File: config.mk
export PLATFORM = sky130hd
export DESIGN_NAME = reg_writeback
export DESIGN_NICKNAME = d
export VERILOG_FILES = /design/src/rtl/reg_writeback.sv
export SDC_FILE = /design/constraint.sdc
export NUM_CORES = 1
export LEC_CHECK = 0
export CORE_AREA = 3 3 107 109
export CTS_BUF_LIST = sky130_fd_sc_hd__clkbuf_16
export DETAILED_ROUTE_END_ITERATION = 8
export DIE_AREA = 0 0 110 112
export PLACE_DENSITY = 0.75
export SYNTH_ARGS = -nofsm -noshare
export SYNTH_HDL_FRONTEND = slang
export SYNTH_SLANG_ARGS = --single-unit
File: constraint.sdc
create_clock -name clk_i -period 6.57 [get_ports clk_i]
set_input_delay 1.314 -clock clk_i [delete_from_list [all_inputs] [get_ports clk_i]]
set_output_delay 1.314 -clock clk_i [all_outputs]
set_load 0.005 [all_outputs]
File: src/rtl/reg_writeback.sv
`default_nettype none
// ============================================================================
// Module   : reg_writeback
// Brief    : Register-bank write sequencer. Merges ALU results with in-order
//            load responses onto one write port and flags load-use hazards.
// Revision : 1.0 - initial release
// ============================================================================
module reg_writeback #(
    parameter int LQ_DEPTH = 4
) (
    input  logic        clk_i,
    input  logic        rst_ni,
    input  logic        alu_valid_i,
    input  logic [4:0]  alu_rd_i,
    input  logic [31:0] alu_data_i,
    output logic        alu_ready_o,
    input  logic        ld_issue_i,
    input  logic [4:0]  ld_rd_i,
    input  logic [1:0]  ld_size_i,
    input  logic        ld_signed_i,
    input  logic [1:0]  ld_off_i,
    output logic        ld_full_o,
    input  logic        mem_rvalid_i,
    input  logic [31:0] mem_rdata_i,
    input  logic [4:0]  chk1_i,
    input  logic [4:0]  chk2_i,
    output logic        hazard_o,
    output logic        regwrite_o,
    output logic [4:0]  wrreg_o,
    output logic [31:0] wrdata_o,
    output logic        err_o
);

    localparam int                 c_PTR_W = $clog2(LQ_DEPTH);
    localparam int                 c_CNT_W = c_PTR_W + 1;
    localparam logic [c_CNT_W-1:0] c_DEPTH = c_CNT_W'(LQ_DEPTH);
    localparam logic [c_PTR_W-1:0] c_PTR_ONE = c_PTR_W'(1);

    // Queue payload storage needs no reset: validity comes from the pointers.
    logic [4:0]         r_q_rd   [LQ_DEPTH];
    logic [1:0]         r_q_size [LQ_DEPTH];
    logic               r_q_sgn  [LQ_DEPTH];
    logic [1:0]         r_q_off  [LQ_DEPTH];

    logic [c_PTR_W-1:0] r_wr_ptr;
    logic [c_PTR_W-1:0] r_rd_ptr;
    logic [c_CNT_W-1:0] r_count;
    logic               r_regwrite;
    logic [4:0]         r_wrreg;
    logic [31:0]        r_wrdata;
    logic               r_err;

    logic               w_empty;
    logic               w_push;
    logic               w_pop;
    logic               w_alu_take;
    logic               w_err_evt;
    logic [4:0]         w_pop_rd;
    logic [1:0]         w_pop_size;
    logic               w_pop_sgn;
    logic [1:0]         w_pop_off;
    logic [7:0]         w_byte;
    logic [15:0]        w_half;
    logic [31:0]        w_ext;
    logic [LQ_DEPTH-1:0] w_hit;

    assign w_empty     = (r_count == '0);
    assign ld_full_o   = (r_count == c_DEPTH) && !mem_rvalid_i;
    assign alu_ready_o = !mem_rvalid_i;
    assign w_push      = ld_issue_i && !ld_full_o;
    assign w_pop       = mem_rvalid_i && !w_empty;
    assign w_alu_take  = alu_valid_i && !mem_rvalid_i;
    assign w_err_evt   = (ld_issue_i && ld_full_o) || (mem_rvalid_i && w_empty);

    assign w_pop_rd    = r_q_rd[r_rd_ptr];
    assign w_pop_size  = r_q_size[r_rd_ptr];
    assign w_pop_sgn   = r_q_sgn[r_rd_ptr];
    assign w_pop_off   = r_q_off[r_rd_ptr];

    always_comb begin
        w_byte = mem_rdata_i[7:0];
        w_half = w_pop_off[1] ? mem_rdata_i[31:16] : mem_rdata_i[15:0];
        w_ext  = mem_rdata_i;
        case (w_pop_off)
            2'd1:    w_byte = mem_rdata_i[15:8];
            2'd2:    w_byte = mem_rdata_i[23:16];
            2'd3:    w_byte = mem_rdata_i[31:24];
            default: w_byte = mem_rdata_i[7:0];
        endcase
        case (w_pop_size)
            2'b00:   w_ext = {{24{w_pop_sgn & w_byte[7]}}, w_byte};
            2'b01:   w_ext = {{16{w_pop_sgn & w_half[15]}}, w_half};
            default: w_ext = mem_rdata_i;
        endcase
    end

    // An entry is live when its distance from the read pointer is below count.
    for (genvar gi = 0; gi < LQ_DEPTH; gi++) begin : g_haz
        localparam logic [c_PTR_W-1:0] c_IDX = c_PTR_W'(gi);
        logic [c_PTR_W-1:0] w_age;
        logic               w_live;
        assign w_age      = c_IDX - r_rd_ptr;
        assign w_live     = ({1'b0, w_age} < r_count);
        assign w_hit[gi]  = w_live && (r_q_rd[gi] != 5'd0) &&
                            ((r_q_rd[gi] == chk1_i) || (r_q_rd[gi] == chk2_i));
    end

    assign hazard_o = |w_hit;

    always_ff @(posedge clk_i) begin
        if (w_push) begin
            r_q_rd[r_wr_ptr]   <= ld_rd_i;
            r_q_size[r_wr_ptr] <= ld_size_i;
            r_q_sgn[r_wr_ptr]  <= ld_signed_i;
            r_q_off[r_wr_ptr]  <= ld_off_i;
        end
    end

    always_ff @(posedge clk_i or negedge rst_ni) begin
        if (!rst_ni) begin
            r_wr_ptr <= '0;
            r_rd_ptr <= '0;
            r_count  <= '0;
        end else begin
            if (w_push) r_wr_ptr <= r_wr_ptr + c_PTR_ONE;
            if (w_pop)  r_rd_ptr <= r_rd_ptr + c_PTR_ONE;
            case ({w_push, w_pop})
                2'b10:   r_count <= r_count + c_CNT_W'(1);
                2'b01:   r_count <= r_count - c_CNT_W'(1);
                default: r_count <= r_count;
            endcase
        end
    end

    always_ff @(posedge clk_i or negedge rst_ni) begin
        if (!rst_ni) begin
            r_regwrite <= 1'b0;
            r_wrreg    <= 5'd0;
            r_wrdata   <= 32'd0;
            r_err      <= 1'b0;
        end else begin
            if (w_err_evt) r_err <= 1'b1;
            if (w_pop) begin
                r_regwrite <= (w_pop_rd != 5'd0);
                r_wrreg    <= w_pop_rd;
                r_wrdata   <= w_ext;
            end else if (w_alu_take) begin
                r_regwrite <= (alu_rd_i != 5'd0);
                r_wrreg    <= alu_rd_i;
                r_wrdata   <= alu_data_i;
            end else begin
                r_regwrite <= 1'b0;
            end
        end
    end

    assign regwrite_o = r_regwrite;
    assign wrreg_o    = r_wrreg;
    assign wrdata_o   = r_wrdata;
    assign err_o      = r_err;

endmodule
`default_nettype wire
==> CHANGELOG.md, run 1 <==
## Implementation

* Largest net degree at the start of global routing at 47
* Max-cap viol count at 0
* Chip area at 0.0123 sq mm
* Critical Path Start: chk1_i[3]
* Vias in the first global route at 3,992
* Fin nets at 663
* Startpoint Class: primary input
* Most frequent cell after synthesis: nand2_1
* Post_cts resized at 0
* Worst endpoint required time at 5.26 ns
* Logic power comb at 1.14 mW
* Outcome: completed
* Seq pwr share at 0.358
* Worst-path clk slew at 0.06 ns
* Comb pwr share at 0.444
* MI comb area at 0.00219 sq mm
* Yosys warns at 0
* RSZ-0062 raised after global routing: no
* Critical Path Sink: hazard_o
* Sw Share at 0.356
* Clock power frac at 0.197
* I/O Buffers at 135
* Core Box Area at 0.0107 sq mm
* Vias per std cell at 5.61
* Setup Fix Bufs, Post-CTS at 0
* Hpwl dp at 10,300 microns
* Tapcell count at 140
* Top cells, area: edfxtp_1 25%, dfrtp_1 24%, nand2_1 5.2%
* Maximum vdd ir drop at 0.000238 V
* Avg Cell Area, Syn at 10.8 sq um
* Post-route ant nets at 0
* Initial antenna violation count at 0
* Final WL at 13,700 microns
* DR DRC count at 0
* WS Path Type: in2out
* Chip Height at 112 microns
* Dominant class by area: registers
[run 1: per-stage QoR]
stage	std cells	total power [mW]	utilization	cell area, sq um
6_report	704	2.57	0.602	6440
2_1_floorplan	441	1.59	-	4750
4_1_cts	704	2.58	0.602	6440
5_1_grt	704	2.74	0.602	6440
3_3_place_gp	688	2.03	0.575	6150
3_5_place_dp	688	2.07	0.575	6150
[run 1: per-layer routing]
metal  vias to the layer above  part of all wire
met5                         -                 0
met4                         0             0.020
met3                        19             0.089
met2                       176              0.48
met1                      1909              0.41
li1                       1847                 -
[run 1: layout by cell type, fill, tap and decap left out, types with 10 or more instances in the layout]
| cell type | instances |
|---|---|
| clkdlybuf4s50_1 | 134 |
| nand2_1 | 66 |
| dfrtp_1 | 46 |
| a21oi_1 | 41 |
| edfxtp_1 | 40 |
| xor2_1 | 26 |
| xnor2_1 | 21 |
| nor2_1 | 18 |
| inv_1 | 17 |
| a311o_1 | 13 |
| mux2i_1 | 11 |
| nand3_1 | 10 |
[run 1: worst max-delay path, cell delays in order]
cell             delay, ns
clkdlybuf4s50_1       0.59
xor2_1                0.19
nor3_1                0.07
nand3_1               0.07
a21oi_1               0.06
or4_1                 0.53
clkdlybuf4s50_1       0.46
[run 1: cell families (layout without fill, tap and decap cells)]
logic type | count (synthesis) | count (layout) | share of synthesized area
and+or+nand+nor | 130 | 130 | 0.125
AOI/OAI and AO/OA | 98 | 98 | 0.142
DFF | 86 | 86 | 0.495
buffers and inverters | 48 | 171 | 0.0453
xor gates and xnor gates | 47 | 47 | 0.0866
muxes | 22 | 22 | 0.0785
adders and majority gates | 10 | 10 | 0.0279
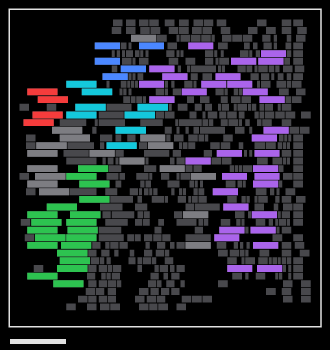
*Register map, names as in the netlist, run 1*
The bar under the picture is 20 microns long. Other sequential cells in the stronger gray, the rest of the logic in the fainter gray.
Blue shows wrreg_o, sequential cells 5. Green shows r_q_rd, sequential cells 20. Purple shows wrdata_o, sequential cells 32. Cyan shows r_q_off, sequential cells 8. Red shows r_q_sgn, sequential cells 4.

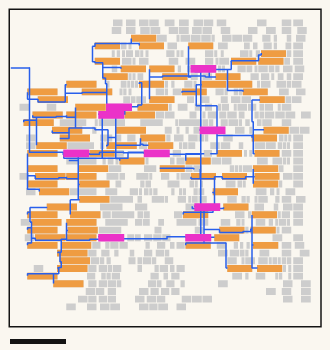
*Routed clock nets over the placement, run 1*
The bar under the picture is 20 microns long.
Magenta shows clock drivers, count 9. Orange shows flip-flops, count 86. Blue shows clock wires, length 980 microns.
There are 10 routed clock nets.

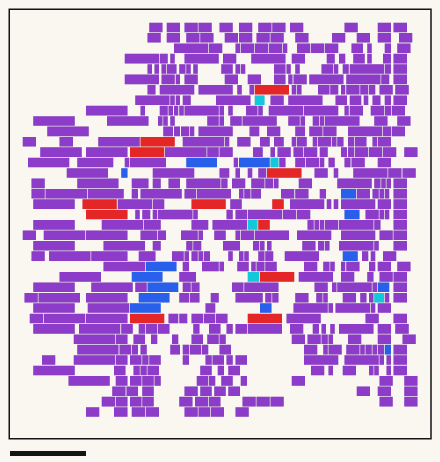
*Drive-strength map, run 1*
The bar under the picture is 20 microns long.
Blue shows _2 cells, cells 14, share 2.5%. Red shows _6 and larger, cells 12, share 2.1%. Cyan shows _3 and _4 cells, cells 5, share 0.89%. Purple shows _0 and _1 cells, cells 533, share 95%.

### Close-up of the layout, run 1

Region (68, 13) to (98, 43) microns. Cells in gray, sequential cells in the stronger gray; small squares are vias.
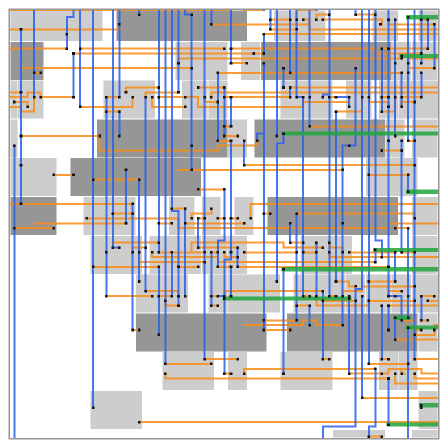

--- run 2 (diff from run 1) ---
==> constraint.sdc (replaced) <==
create_clock -name clk_i -period 4.6 [get_ports clk_i]
set_input_delay 0.92 -clock clk_i [delete_from_list [all_inputs] [get_ports clk_i]]
set_output_delay 0.92 -clock clk_i [all_outputs]
set_load 0.005 [all_outputs]
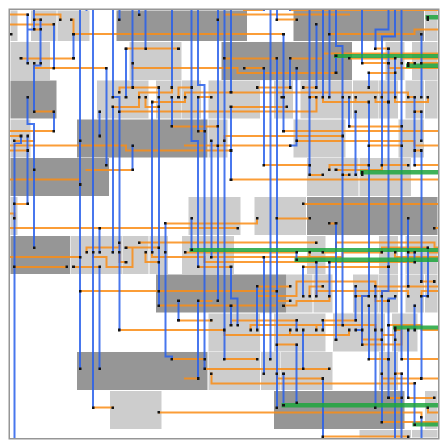
*Close-up of the layout, run 2*
Region (68, 13) to (98, 43) microns. Cells in gray, sequential cells in the stronger gray; small squares are vias.
Blue shows metal 2. Orange shows metal 1. Green shows metal 3.
Most frequent: nand2_1 (15), clkdlybuf4s50_1 (12), dfrtp_1 (9). Netlist names of flops here include wrdata_o (8), r_count (1). 55 logic cells have their middle in the window. Sequential cells in the window: 9.

==> run 2 against run 1 <==
- flip-flop count stayed put
- clock power rose by 25%
- total power rose by 40%
- final cell count up 0.43%
- critical endpoint unchanged
- area after synthesis unchanged
- die area is the same
- combinational power increased by 49%
- critical path depth unchanged
- count of clock-buffer cells in the layout unchanged
- cell area shrank 0.23%
- sequential power grew 37%
- hold slack better by 0.014 ns
==> CHANGELOG.md, run 2 <==
## Implementation

* Clock-net power at 0.634 mW
* Power Dens Cells at 558 mW/mm^2
* Largest Pwr Group: combinational logic
* Late-Pin Clk Latency at 0.33 ns
* Switching power at 1.28 mW
* Total power at 3.59 mW
* Final hold slack at 0.505 ns
* Number of DRC markers in iteration 0 at 289
* Boundary pin count at 136
* Seq pwr share at 0.351
* Total sequential power at 1.26 mW
* Synth Cell Area at 0.00475 sq mm
* Vias at 3,922
* Max-cap viol count at 0
* Clock power frac at 0.177
* CTS sink cnt at 86
* Avg Cell Area, Syn at 10.8 sq um
* Maximum vdd ir drop at 0.000298 V
* Seq share, synth at 0.495
* Vias per std cell at 5.55
* Post_cts resized at 0
* Worst endpoint required time at 3.68 ns
* Hpwl dp at 10,200 microns
* Cell taking the most area after synthesis: edfxtp_1
* Comb pwr share at 0.473
* Post-route ant nets at 0
* Finish-stage setup viols at 0
* Top cells, area: edfxtp_1 25%, dfrtp_1 24%, nand2_1 5.2%
* Most frequent logic cell in the layout: clkdlybuf4s50_1
* Vias in the first global route at 4,086
* Logic power comb at 1.70 mW
* Diodes inserted at 0
* WS Path Type: in2out
* Max reg flops at 32
* Routability cong. at 0.906
* Core Box Area at 0.0107 sq mm
* Outcome: completed
* Most frequent cells in the layout: 134 x clkdlybuf4s50_1, 66 x nand2_1, 46 x dfrtp_1, 41 x a21oi_1, 40 x edfxtp_1
* Cell count in the Yosys report at 441
* MI comb area at 0.00219 sq mm
* Fin nets at 666
* Yosys warns at 0
* Chip area at 0.0123 sq mm
* Ys async rst share at 0.535
* Utilization of the core after routing at 0.601
* Synth flops at 86
* YS chip area at 0.00475 sq mm
* Worst-margin pin slew at 1.16 ns
* Worst-path clk slew at 0.06 ns
* I/O Buffers at 135
* Commonest cells post-synth: 66 x nand2_1, 46 x dfrtp_1, 41 x a21oi_1, 40 x edfxtp_1, 26 x xor2_1
* Chip Height at 112 microns
* Syn nets at 545
* RSZ-0062 raised after global routing: no
* Largest net degree at the start of global routing at 47
* Most frequent cell after synthesis: nand2_1
* DR DRC count at 0
* Startpoint Class: primary input
* Initial antenna violation count at 0
* Sw Share at 0.356
* WL/cell at 19.2 microns
* Final WL at 13,600 microns
* First-pass GRT wire length at 20,600 microns
* Overflow after GRT at 0
* Synth-to-layout area growth at 35.3%
* Cell-internal power at 2.31 mW
* Setup Fix Bufs, Post-CTS at 0
* Final setup TNS at 0 ns
* Max frequency at 0.263 GHz
==> run 2: final timing paths <==
| path | start | end | slack, ns | cells past startpoint |
|---|---|---|---|---|
| worst max-delay path | chk1_i[3] | hazard_o | 0.80 | 7 |
| worst min-delay path | err_o | err_o | 0.51 | 1 |
| worst max register to register | r_rd_ptr[0] | wrdata_o[17] | 1.79 | 6 |
| worst min register to register | err_o | err_o | 0.51 | 1 |
| max in group asynchronous | rst_ni | wrdata_o[9] | 3.13 | 1 |
| min in group asynchronous | rst_ni | wrdata_o[21] | 0.80 | 1 |
==> run 2: worst max-delay path, stage by stage <==
cell	delay, ns
clkdlybuf4s50_1	0.59
xor2_1	0.19
nor3_1	0.07
nand3_1	0.07
a21oi_1	0.06
or4_1	0.52
clkdlybuf4s50_1	0.46
==> run 2: final cells by class <==
cell class,count,area share
flip-flops and latches,86,0.366
multi-input cells,307,0.340
repair buffers,140,0.215
clock buffers,9,0.0350
well taps,140,0.0272
inverters,18,0.0109
clock inverters,7,0.00545
==> run 2: cells by family (layout without fill, tap and decap cells) <==
logic type / Yosys count / after routing / synth area share
AOI/OAI and AO/OA: 98 / 98 / 0.142
xor gates and xnor gates: 47 / 47 / 0.0866
adders and majority gates: 10 / 10 / 0.0279
buffers and inverters: 48 / 174 / 0.0453
DFF: 86 / 86 / 0.495
muxes: 22 / 22 / 0.0785
and+or+nand+nor: 130 / 130 / 0.125
==> run 2: stage by stage <==
stage,area [sq um],cells
floorplan,4750,441
global placement,6170,691
detailed placement,6170,691
CTS,6430,707
global route,6430,707
finish,6430,707
==> run 2: routing by layer <==
metal  vias to the layer above  track usage  part of all wire
met2                       156        0.373              0.50
met3                        26       0.0504             0.094
met1                      1885        0.260              0.39
met4                         0       0.0848             0.024
met5                         -            0                 0
li1                       1855            -                 -
No activity file was given, so power comes from the tool's default toggle rates.
